### config.mk
export PLATFORM = sky130hd
export DESIGN_NAME = mem_access_sequencer
export DESIGN_NICKNAME = d
export VERILOG_FILES = /design/src/rtl/mem_access_sequencer_pkg.sv /design/src/rtl/mem_access_sequencer_load_data_extractor.sv /design/src/rtl/mem_access_sequencer.sv
export SDC_FILE = /design/constraint.sdc
export NUM_CORES = 1
export LEC_CHECK = 0
export ABC_AREA = 1
export CAP_MARGIN = 15
export CORE_AREA = 3 3 158 160
export CTS_CLUSTER_DIAMETER = 100
export DETAILED_ROUTE_END_ITERATION = 10
export DIE_AREA = 0 0 161 163
export GPL_TIMING_DRIVEN = 0
export PLACE_DENSITY = 0.6
export SLEW_MARGIN = 20
export SYNTH_ARGS = -nofsm -noshare
export SYNTH_HDL_FRONTEND = slang
export SYNTH_SLANG_ARGS = --single-unit
### constraint.sdc
create_clock -name clk -period 1.9 [get_ports clk]
set_clock_uncertainty 0.15 [all_clocks]
set_input_delay 0.38 -clock clk [delete_from_list [all_inputs] [get_ports clk]]
set_output_delay 0.38 -clock clk [all_outputs]
set_load 0.005 [all_outputs]
### src/rtl/mem_access_sequencer_pkg.sv
// Shared constants for the decode -> memory-access path.
// Writeback source codes, load/store width codes and sequencer states.
package mem_access_sequencer_pkg;

  localparam logic [1:0] REG_WRITE_SRC_NONE = 2'd0;
  localparam logic [1:0] REG_WRITE_SRC_ALU  = 2'd1;
  localparam logic [1:0] REG_WRITE_SRC_MEM  = 2'd2;
  localparam logic [1:0] REG_WRITE_SRC_RSVD = 2'd3;

  localparam logic [2:0] F3_LB  = 3'd0;
  localparam logic [2:0] F3_LH  = 3'd1;
  localparam logic [2:0] F3_LW  = 3'd2;
  localparam logic [2:0] F3_LBU = 3'd4;
  localparam logic [2:0] F3_LHU = 3'd5;
  localparam logic [2:0] F3_SB  = 3'd0;
  localparam logic [2:0] F3_SH  = 3'd1;
  localparam logic [2:0] F3_SW  = 3'd2;

  typedef enum logic [1:0] {
    IDLE = 2'd0,
    REQ  = 2'd1,
    RESP = 2'd2
  } state_t;

  function automatic logic f3_legal(
    input logic       is_store,
    input logic [2:0] f3
  );
    if (is_store)
      return f3 == F3_SB || f3 == F3_SH || f3 == F3_SW;
    return f3 == F3_LB || f3 == F3_LH || f3 == F3_LW ||
           f3 == F3_LBU || f3 == F3_LHU;
  endfunction

endpackage

### src/rtl/mem_access_sequencer_load_data_extractor.sv
// Picks the addressed lane of a load word and sign/zero-extends it.
// Pure combinational; shared with future cache read paths.
module load_data_extractor
  import mem_access_sequencer_pkg::*;
(
  input  logic [31:0] rdata,
  input  logic [1:0]  addr,
  input  logic [2:0]  funct3,
  output logic [31:0] value
);

  logic [7:0]  byte_v;
  logic [15:0] half_v;

  always_comb begin
    byte_v = rdata[{addr, 3'b000} +: 8];
    half_v = rdata[{addr[1], 4'b0000} +: 16];
    unique case (funct3)
      F3_LB:   value = {{24{byte_v[7]}}, byte_v};
      F3_LH:   value = {{16{half_v[15]}}, half_v};
      F3_LBU:  value = {24'd0, byte_v};
      F3_LHU:  value = {16'd0, half_v};
      default: value = rdata;
    endcase
  end

endmodule

### src/rtl/mem_access_sequencer.sv
// Issues one data-memory transaction per accepted control word and
// produces register writeback for ALU results and loads.
module mem_access_sequencer
  import mem_access_sequencer_pkg::*;
#(
  parameter int ADDR_W = 32,
  parameter int DATA_W = 32
) (
  input  logic              clk,
  input  logic              reset,
  input  logic              issue_valid,
  output logic              issue_ready,
  input  logic              should_read_mem,
  input  logic              should_write_mem,
  input  logic              should_write_reg,
  input  logic [1:0]        reg_write_src,
  input  logic [4:0]        rd_addr,
  input  logic [2:0]        funct3,
  input  logic [ADDR_W-1:0] alu_result,
  input  logic [DATA_W-1:0] store_data,
  output logic              mem_req_valid,
  input  logic              mem_req_ready,
  output logic              mem_req_write,
  output logic [ADDR_W-1:0] mem_req_addr,
  output logic [DATA_W-1:0] mem_req_wdata,
  output logic [3:0]        mem_req_wstrb,
  input  logic              mem_resp_valid,
  input  logic [DATA_W-1:0] mem_resp_rdata,
  output logic              wb_en,
  output logic [4:0]        wb_addr,
  output logic [DATA_W-1:0] wb_data,
  output logic              fault
);

  state_t state_q, state_d;

  logic [ADDR_W-1:0] addr_q;
  logic [DATA_W-1:0] sd_q;
  logic [2:0]        f3_q;
  logic [4:0]        rd_q;
  logic              wr_q, wbf_q;

  logic              wb_en_d, fault_d;
  logic [4:0]        wb_addr_d;
  logic [DATA_W-1:0] wb_data_d;

  logic accept, is_mem, misal, bad, start;
  logic [31:0] load_val;

  assign issue_ready = (state_q == IDLE);
  assign accept = issue_valid & issue_ready;
  assign is_mem = should_read_mem | should_write_mem;

  always_comb begin
    misal = (funct3[1:0] == 2'b01 && alu_result[0]) ||
            (funct3[1:0] == 2'b10 && alu_result[1:0] != 2'b00);
    bad = (should_read_mem & should_write_mem) ||
          !f3_legal(should_write_mem, funct3) || misal;
  end

  assign start = accept & is_mem & ~bad;

  load_data_extractor u_ext (
    .rdata  (mem_resp_rdata),
    .addr   (addr_q[1:0]),
    .funct3 (f3_q),
    .value  (load_val)
  );

  always_comb begin
    state_d   = state_q;
    wb_en_d   = 1'b0;
    wb_addr_d = wb_addr;
    wb_data_d = wb_data;
    fault_d   = 1'b0;
    unique case (state_q)
      IDLE: begin
        if (accept && is_mem) begin
          if (bad) fault_d = 1'b1;
          else     state_d = REQ;
        end else if (accept && should_write_reg &&
                     reg_write_src == REG_WRITE_SRC_ALU &&
                     rd_addr != 5'd0) begin
          wb_en_d   = 1'b1;
          wb_addr_d = rd_addr;
          wb_data_d = DATA_W'(alu_result);
        end
      end
      REQ: begin
        if (mem_req_ready) state_d = RESP;
      end
      RESP: begin
        if (mem_resp_valid) begin
          state_d = IDLE;
          if (!wr_q && wbf_q) begin
            wb_en_d   = 1'b1;
            wb_addr_d = rd_q;
            wb_data_d = load_val;
          end
        end
      end
      default: state_d = IDLE;
    endcase
  end

  always_ff @(posedge clk) begin
    if (reset) begin
      state_q <= IDLE;
      wb_en   <= 1'b0;
      wb_addr <= 5'd0;
      wb_data <= '0;
      fault   <= 1'b0;
    end else begin
      state_q <= state_d;
      wb_en   <= wb_en_d;
      wb_addr <= wb_addr_d;
      wb_data <= wb_data_d;
      fault   <= fault_d;
    end
  end

  always_ff @(posedge clk) begin
    if (reset) begin
      addr_q <= '0;
      sd_q   <= '0;
      f3_q   <= 3'd0;
      rd_q   <= 5'd0;
      wr_q   <= 1'b0;
      wbf_q  <= 1'b0;
    end else if (start) begin
      addr_q <= alu_result;
      sd_q   <= store_data;
      f3_q   <= funct3;
      rd_q   <= rd_addr;
      wr_q   <= should_write_mem;
      wbf_q  <= should_write_reg &&
                reg_write_src == REG_WRITE_SRC_MEM &&
                rd_addr != 5'd0;
    end
  end

  // Request fields come only from latched state, so they hold until ready.
  assign mem_req_valid = (state_q == REQ);
  assign mem_req_write = wr_q;
  assign mem_req_addr  = {addr_q[ADDR_W-1:2], 2'b00};

  always_comb begin
    unique case (f3_q[1:0])
      2'b00:   mem_req_wdata = {4{sd_q[7:0]}};
      2'b01:   mem_req_wdata = {2{sd_q[15:0]}};
      default: mem_req_wdata = sd_q;
    endcase
    if (!wr_q)
      mem_req_wstrb = 4'b0000;
    else if (f3_q[1:0] == 2'b00)
      mem_req_wstrb = 4'b0001 << addr_q[1:0];
    else if (f3_q[1:0] == 2'b01)
      mem_req_wstrb = 4'b0011 << addr_q[1:0];
    else
      mem_req_wstrb = 4'b1111;
  end

endmodule

Fig. 1: run 1, cell placement
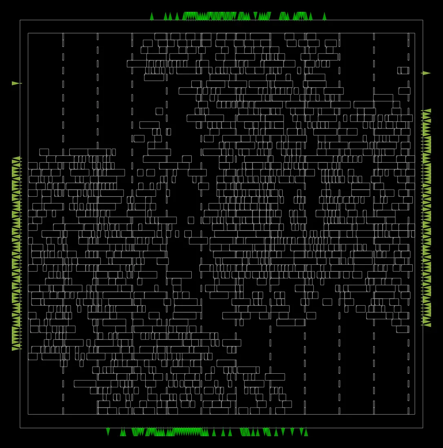
register share of the cell area: 23.9%
Final Non-Filler Cells: 1481
Core Area: 23500 µm²
fraction of the core area covered by cells at the end of the flow: 42.3%

Fig. 2: run 1, sequential cells coloured by netlist name
Scale: 2 px per µm. Other sequential cells in the stronger grey, the rest of the logic in the fainter grey.
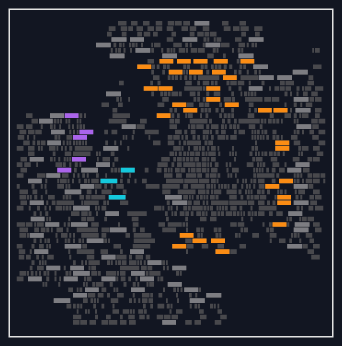
- purple: rd_q (flops 5; where west)
- orange: wb_data (flops 32)
- cyan: f3_q (flops 3)
seq pwr: 0.00252 W
Register Area: 2380 µm²

==> metrics.log, run 1 <==
[flow] summary of implementation run
[metrics] result of the run: finished with violations
[metrics] violations in the final reports: setup timing
[metrics] most used standard cell by instance count after synthesis: sky130_fd_sc_hd__nand2_1
[metrics] fraction of post-synthesis cell area in the top cell type by area: 39.3%
[metrics] number of non-clock buffers in the layout: 363
[metrics] Yosys Chip Area: 5850 µm²
[metrics] most instantiated cells after synthesis: 296 x sky130_fd_sc_hd__nand2_1, 131 x sky130_fd_sc_hd__a21oi_1, 115 x sky130_fd_sc_hd__dfxtp_1, 66 x sky130_fd_sc_hd__nand3_1, 47 x sky130_fd_sc_hd__buf_4
[metrics] Worst setup endpoint: mem_req_wdata[29]
[metrics] number of vias after detailed routing: 6726
[metrics] met3 usage in global routing: 5.77%
[metrics] total number of tap cells: 319
[metrics] mean post-synth cell area: 6.81 µm²
[metrics] post-layout period usage of the worst path: 118%
[metrics] required time at the endpoint of the critical path: 1370 ps
[metrics] Most used DFF post-synth: sky130_fd_sc_hd__dfxtp_1
[metrics] data arrival at the endpoint of the critical path: 1720 ps
[metrics] post-CTS setup-driven buffer insertion count: 36
[metrics] critical path startpoint category: register
[metrics] Routed met1 length: 11800 µm
[metrics] multi-input combinational area share: 30.9%
[metrics] mux share: 0%
[metrics] Worst setup EP type: output pin
[metrics] cts repair resizes: 225
[metrics] cell area power density: 711 nW/µm²
[metrics] Chip Footprint: 26200 µm²
[metrics] worst setup path start: f3_q[1]
[metrics] synthesized-area fraction occupied by adder cells: 0.855%
[metrics] total CTS buffers: 17
[metrics] Hold Path Sink: f3_q[0]
[metrics] power in combinational cells: 0.00105 W
[metrics] maximum number of pins on one net before global-route repair: 17
[metrics] crit path buf inv count: 5
[metrics] Highest Clock Rate: 445 MHz
[metrics] total detailed-routing wirelength: 26200 µm
[metrics] Initial Utilization: 24.9%
[metrics] WL per Instance: 17.7 µm
[metrics] Min-Delay Startpoint: funct3[0]
[metrics] fraction of registers with async set/reset: 0%
[metrics] Largest regs: addr_q (32), sd_q (32), wb_data (32)
[metrics] wire length of the first global-routing pass: 38400 µm
[metrics] most instantiated logic cells after routing: 281 x sky130_fd_sc_hd__nand2_1, 169 x sky130_fd_sc_hd__clkdlybuf4s50_1, 130 x sky130_fd_sc_hd__a21oi_1, 83 x sky130_fd_sc_hd__buf_4, 77 x sky130_fd_sc_hd__dfxtp_1
[metrics] registers: 115
[metrics] number of fill cells: 2481
[metrics] worst-path cell with the longest stage delay: sky130_fd_sc_hd__dfxtp_4
[metrics] post-route setup slack: -347 ps
[metrics] cell leakage power: 4.28 nW
[metrics] Synth Area in Simple Gates: 29.4%
[metrics] Switch Pwr: 0.00182 W
[metrics] number of different library cells in the post-synthesis netlist: 32
[metrics] hold-fix buffers at CTS: 0
[metrics] Site Rows: 56
[metrics] post-detail-place hpwl: 19000 µm
[metrics] number of max-slew violations in the final report: 0
[metrics] Net Sw Frac: 25.7%
[metrics] detailed route wirelength on metal3: 1880 µm
[metrics] count of final setup violators: 29
Fig. 3: run 1, placement by cell class
Scale: 3 px per µm.
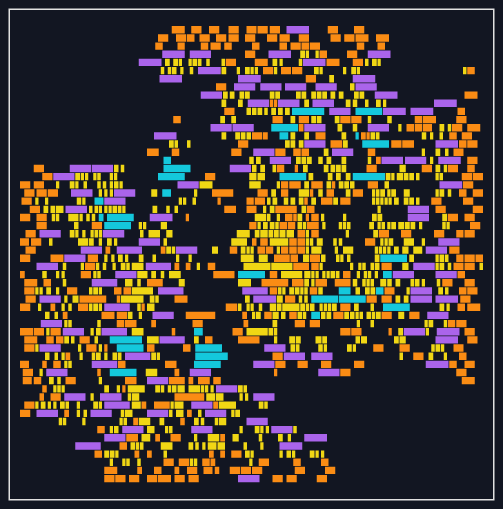
- cyan: clock drivers and dummy loads (cells 32; share of their area 6.6%)
- yellow: all other logic (cells 649; share of their area 34%)
- purple: flip-flops (cells 115; share of their area 25%)
- orange: other buffers and delay cells (cells 363; share of their area 35%)

Fig. 4: run 1, signal wires on met3
Scale: 1.5 px per µm. Cells faint in the background.
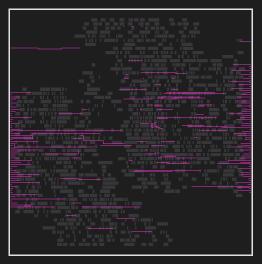

==> run 1 -> run 2 <==
--- a/config.mk
+++ b/config.mk
@@ -7,12 +7,12 @@
 export LEC_CHECK = 0
 export ABC_AREA = 1
 export CAP_MARGIN = 15
-export CORE_AREA = 3 3 158 160
+export CORE_AREA = 3 3 119 121
 export CTS_CLUSTER_DIAMETER = 100
 export DETAILED_ROUTE_END_ITERATION = 10
-export DIE_AREA = 0 0 161 163
+export DIE_AREA = 0 0 122 124
 export GPL_TIMING_DRIVEN = 0
-export PLACE_DENSITY = 0.6
+export PLACE_DENSITY = 0.9
 export SLEW_MARGIN = 20
 export SYNTH_ARGS = -nofsm -noshare
 export SYNTH_HDL_FRONTEND = slang
Fig. 5: run 2, signal wires on met3
Scale: 2 px per µm. Cells faint in the background.
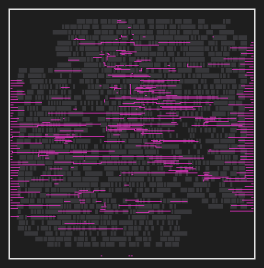
- share of all routed wire: 10%
- wire length on this layer: 2430 µm

==> metrics.log, run 2 <==
[flow] summary of implementation run
[metrics] number of non-clock buffers in the layout: 334
[metrics] fraction of post-synthesis cell area in the top cell type by area: 39.3%
[metrics] Register Area: 2370 µm²
[metrics] power in combinational cells: 0.000991 W
[metrics] detailed route wirelength on metal3: 2430 µm
[metrics] Core Area: 13200 µm²
[metrics] Highest Clock Rate: 463 MHz
[metrics] cell leakage power: 4.07 nW
[metrics] hold-fix buffers at CTS: 0
[metrics] met3 usage in global routing: 9.40%
[metrics] wire length of the first global-routing pass: 34600 µm
[metrics] seq pwr: 0.00253 W
[metrics] Worst setup EP type: output pin
[metrics] required time at the endpoint of the critical path: 1370 ps
[metrics] synthesized-area fraction occupied by adder cells: 0.855%
[metrics] registers: 115
[metrics] mux share: 0%
[metrics] register share of the cell area: 25.3%
[metrics] fraction of the core area covered by cells at the end of the flow: 71.0%
[metrics] most used standard cell by instance count after synthesis: sky130_fd_sc_hd__nand2_1
[metrics] total detailed-routing wirelength: 23400 µm
[metrics] total CTS buffers: 17
[metrics] cts repair resizes: 208
[metrics] count of final setup violators: 21
[metrics] number of fill cells: 1025
[metrics] most instantiated cells after synthesis: 296 x sky130_fd_sc_hd__nand2_1, 131 x sky130_fd_sc_hd__a21oi_1, 115 x sky130_fd_sc_hd__dfxtp_1, 66 x sky130_fd_sc_hd__nand3_1, 47 x sky130_fd_sc_hd__buf_4
[metrics] crit path buf inv count: 5
[metrics] fraction of registers with async set/reset: 0%
[metrics] Final Non-Filler Cells: 1306
[metrics] Largest regs: addr_q (32), sd_q (32), wb_data (32)
[metrics] total number of tap cells: 176
[metrics] multi-input combinational area share: 32.5%
[metrics] Yosys Chip Area: 5850 µm²
[metrics] maximum number of pins on one net before global-route repair: 20
[metrics] number of different library cells in the post-synthesis netlist: 32
[metrics] Min-Delay Startpoint: funct3[1]
[metrics] violations in the final reports: setup timing
[metrics] post-route setup slack: -258 ps
[metrics] Synth Area in Simple Gates: 29.4%
[metrics] cell area power density: 695 nW/µm²
[metrics] worst-path cell with the longest stage delay: sky130_fd_sc_hd__dfxtp_2
[metrics] result of the run: finished with violations
Fig. 6: run 2, cells by drive strength
Scale: 3 px per µm.
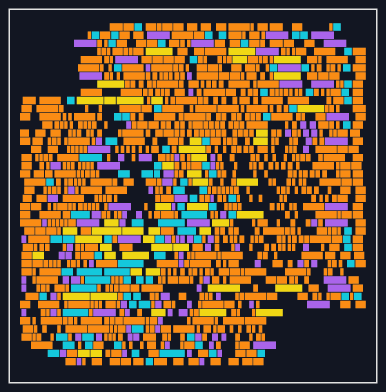
- purple: drive 2 (cells 114; share 10%; most used buf_2)
- cyan: drive 3 to 4 (cells 95; share 8.4%; most used buf_4)
- orange: drive 1 or less (cells 871; share 77%; most used nand2_1)
- yellow: drive 6 and up (cells 49; share 4.3%; most used clkbuf_16)

Fig. 7: run 2, placement by cell class
Scale: 4 px per µm.
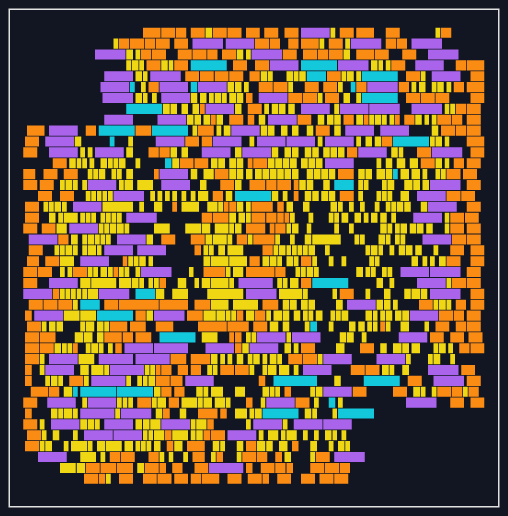

==> run 2 -> run 3 <==
--- a/config.mk
+++ b/config.mk
@@ -7,10 +7,10 @@
 export LEC_CHECK = 0
 export ABC_AREA = 1
 export CAP_MARGIN = 15
-export CORE_AREA = 3 3 119 121
+export CORE_AREA = 10 10 126 128
 export CTS_CLUSTER_DIAMETER = 100
 export DETAILED_ROUTE_END_ITERATION = 10
-export DIE_AREA = 0 0 122 124
+export DIE_AREA = 0 0 136 138
 export GPL_TIMING_DRIVEN = 0
 export PLACE_DENSITY = 0.9
 export SLEW_MARGIN = 20
Fig. 8: run 3, placement by cell class
Scale: 3 px per µm.
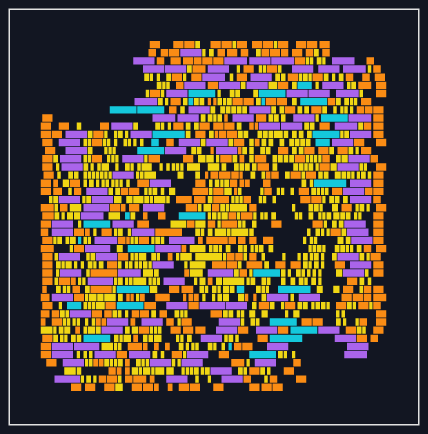
- cyan: clock drivers and dummy loads (cells 32; share of their area 7.1%)
- orange: other buffers and delay cells (cells 342; share of their area 33%)
- purple: flip-flops (cells 115; share of their area 26%)
- yellow: all other logic (cells 649; share of their area 34%)
summed area of non-filler cells in the final layout: 9440 µm²
fraction of the core area covered by cells at the end of the flow: 69.9%
Site Rows: 43

==> metrics.log, run 3 <==
[flow] summary of implementation run
[metrics] fraction of post-synthesis cell area in the top cell type by area: 39.3%
[metrics] WL per Instance: 19.3 µm
[metrics] setup repair after global routing missed its margin: yes
[metrics] required time at the endpoint of the critical path: 1370 ps
[metrics] multi-input combinational area share: 31.5%
[metrics] synthesized netlist cell count: 860
[metrics] total CTS buffers: 17
[metrics] number of non-clock buffers in the layout: 342
[metrics] most instantiated logic cells after routing: 276 x sky130_fd_sc_hd__nand2_1, 180 x sky130_fd_sc_hd__clkdlybuf4s50_1, 130 x sky130_fd_sc_hd__a21oi_1, 91 x sky130_fd_sc_hd__dfxtp_1, 65 x sky130_fd_sc_hd__nand3_1
[metrics] count of final setup violators: 28
[metrics] XOR/XNOR Area Share: 0%
[metrics] met3 usage in global routing: 7.97%
[metrics] Yosys Chip Area: 5850 µm²
[metrics] Worst setup EP type: output pin
[metrics] R2R Path Start: addr_q[1]
[metrics] registers: 115
[metrics] number of different library cells in the post-synthesis netlist: 32
[metrics] cell area power density: 751 nW/µm²
[metrics] post-layout period usage of the worst path: 117%
[metrics] cts repair resizes: 197
[metrics] fraction of registers with async set/reset: 0%
[metrics] Root Buffer Master: sky130_fd_sc_hd__clkbuf_16
[metrics] post-detail-place hpwl: 18000 µm
[metrics] seq pwr: 0.00252 W
[metrics] number of max-slew violations in the final report: 0
[metrics] power in combinational cells: 0.000993 W
[metrics] global routing's busiest layer: met2
[metrics] Most used DFF post-synth: sky130_fd_sc_hd__dfxtp_1
[metrics] most used standard cell by instance count after synthesis: sky130_fd_sc_hd__nand2_1
[metrics] die boundary width: 136 µm
[metrics] detailed route wirelength on metal3: 2880 µm
[metrics] Chip Footprint: 18800 µm²
[metrics] cell types with the largest area share after synthesis: sky130_fd_sc_hd__dfxtp_1 39%, sky130_fd_sc_hd__nand2_1 19%, sky130_fd_sc_hd__a21oi_1 11%
[metrics] die height: 138 µm
[metrics] total detailed-routing wirelength: 25400 µm
[metrics] result of the run: finished with violations
[metrics] most instantiated cells after synthesis: 296 x sky130_fd_sc_hd__nand2_1, 131 x sky130_fd_sc_hd__a21oi_1, 115 x sky130_fd_sc_hd__dfxtp_1, 66 x sky130_fd_sc_hd__nand3_1, 47 x sky130_fd_sc_hd__buf_4
[metrics] wire length of the first global-routing pass: 37700 µm
[metrics] worst-path cell with the longest stage delay: sky130_fd_sc_hd__dfxtp_4
[metrics] post-route setup slack: -320 ps
[metrics] data arrival at the endpoint of the critical path: 1690 ps
[metrics] depth of the worst hold-timing path: 2
[metrics] Register Area: 2350 µm²
[metrics] crit path buf inv count: 4
[metrics] Routed met1 length: 9600 µm
[metrics] cell leakage power: 4.00 nW
[metrics] mean post-synth cell area: 6.81 µm²
[metrics] worst setup path start: f3_q[1]
[metrics] number of vias after detailed routing: 7057
[metrics] Initial Utilization: 43.4%
[metrics] maximum number of pins on one net before global-route repair: 20
[metrics] synthesized-area fraction occupied by adder cells: 0.855%
[metrics] Switch Pwr: 0.00166 W
[metrics] hold-fix buffers at CTS: 0
[metrics] violations in the final reports: setup timing
[metrics] Net Sw Frac: 23.4%
[metrics] post-CTS setup-driven buffer insertion count: 19
[metrics] Largest regs: addr_q (32), sd_q (32), wb_data (32)
[metrics] Synth Area in Simple Gates: 29.4%
Fig. 9: run 3, cell placement
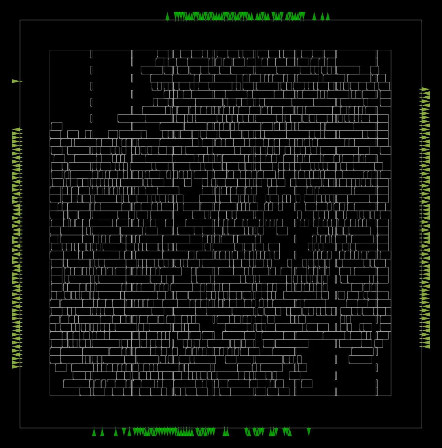
total number of tap cells: 180
number of fill cells: 1039
Core Area: 13500 µm²
register share of the cell area: 25.0%
Final Non-Filler Cells: 1318

Power and IR drop assume default switching activity.
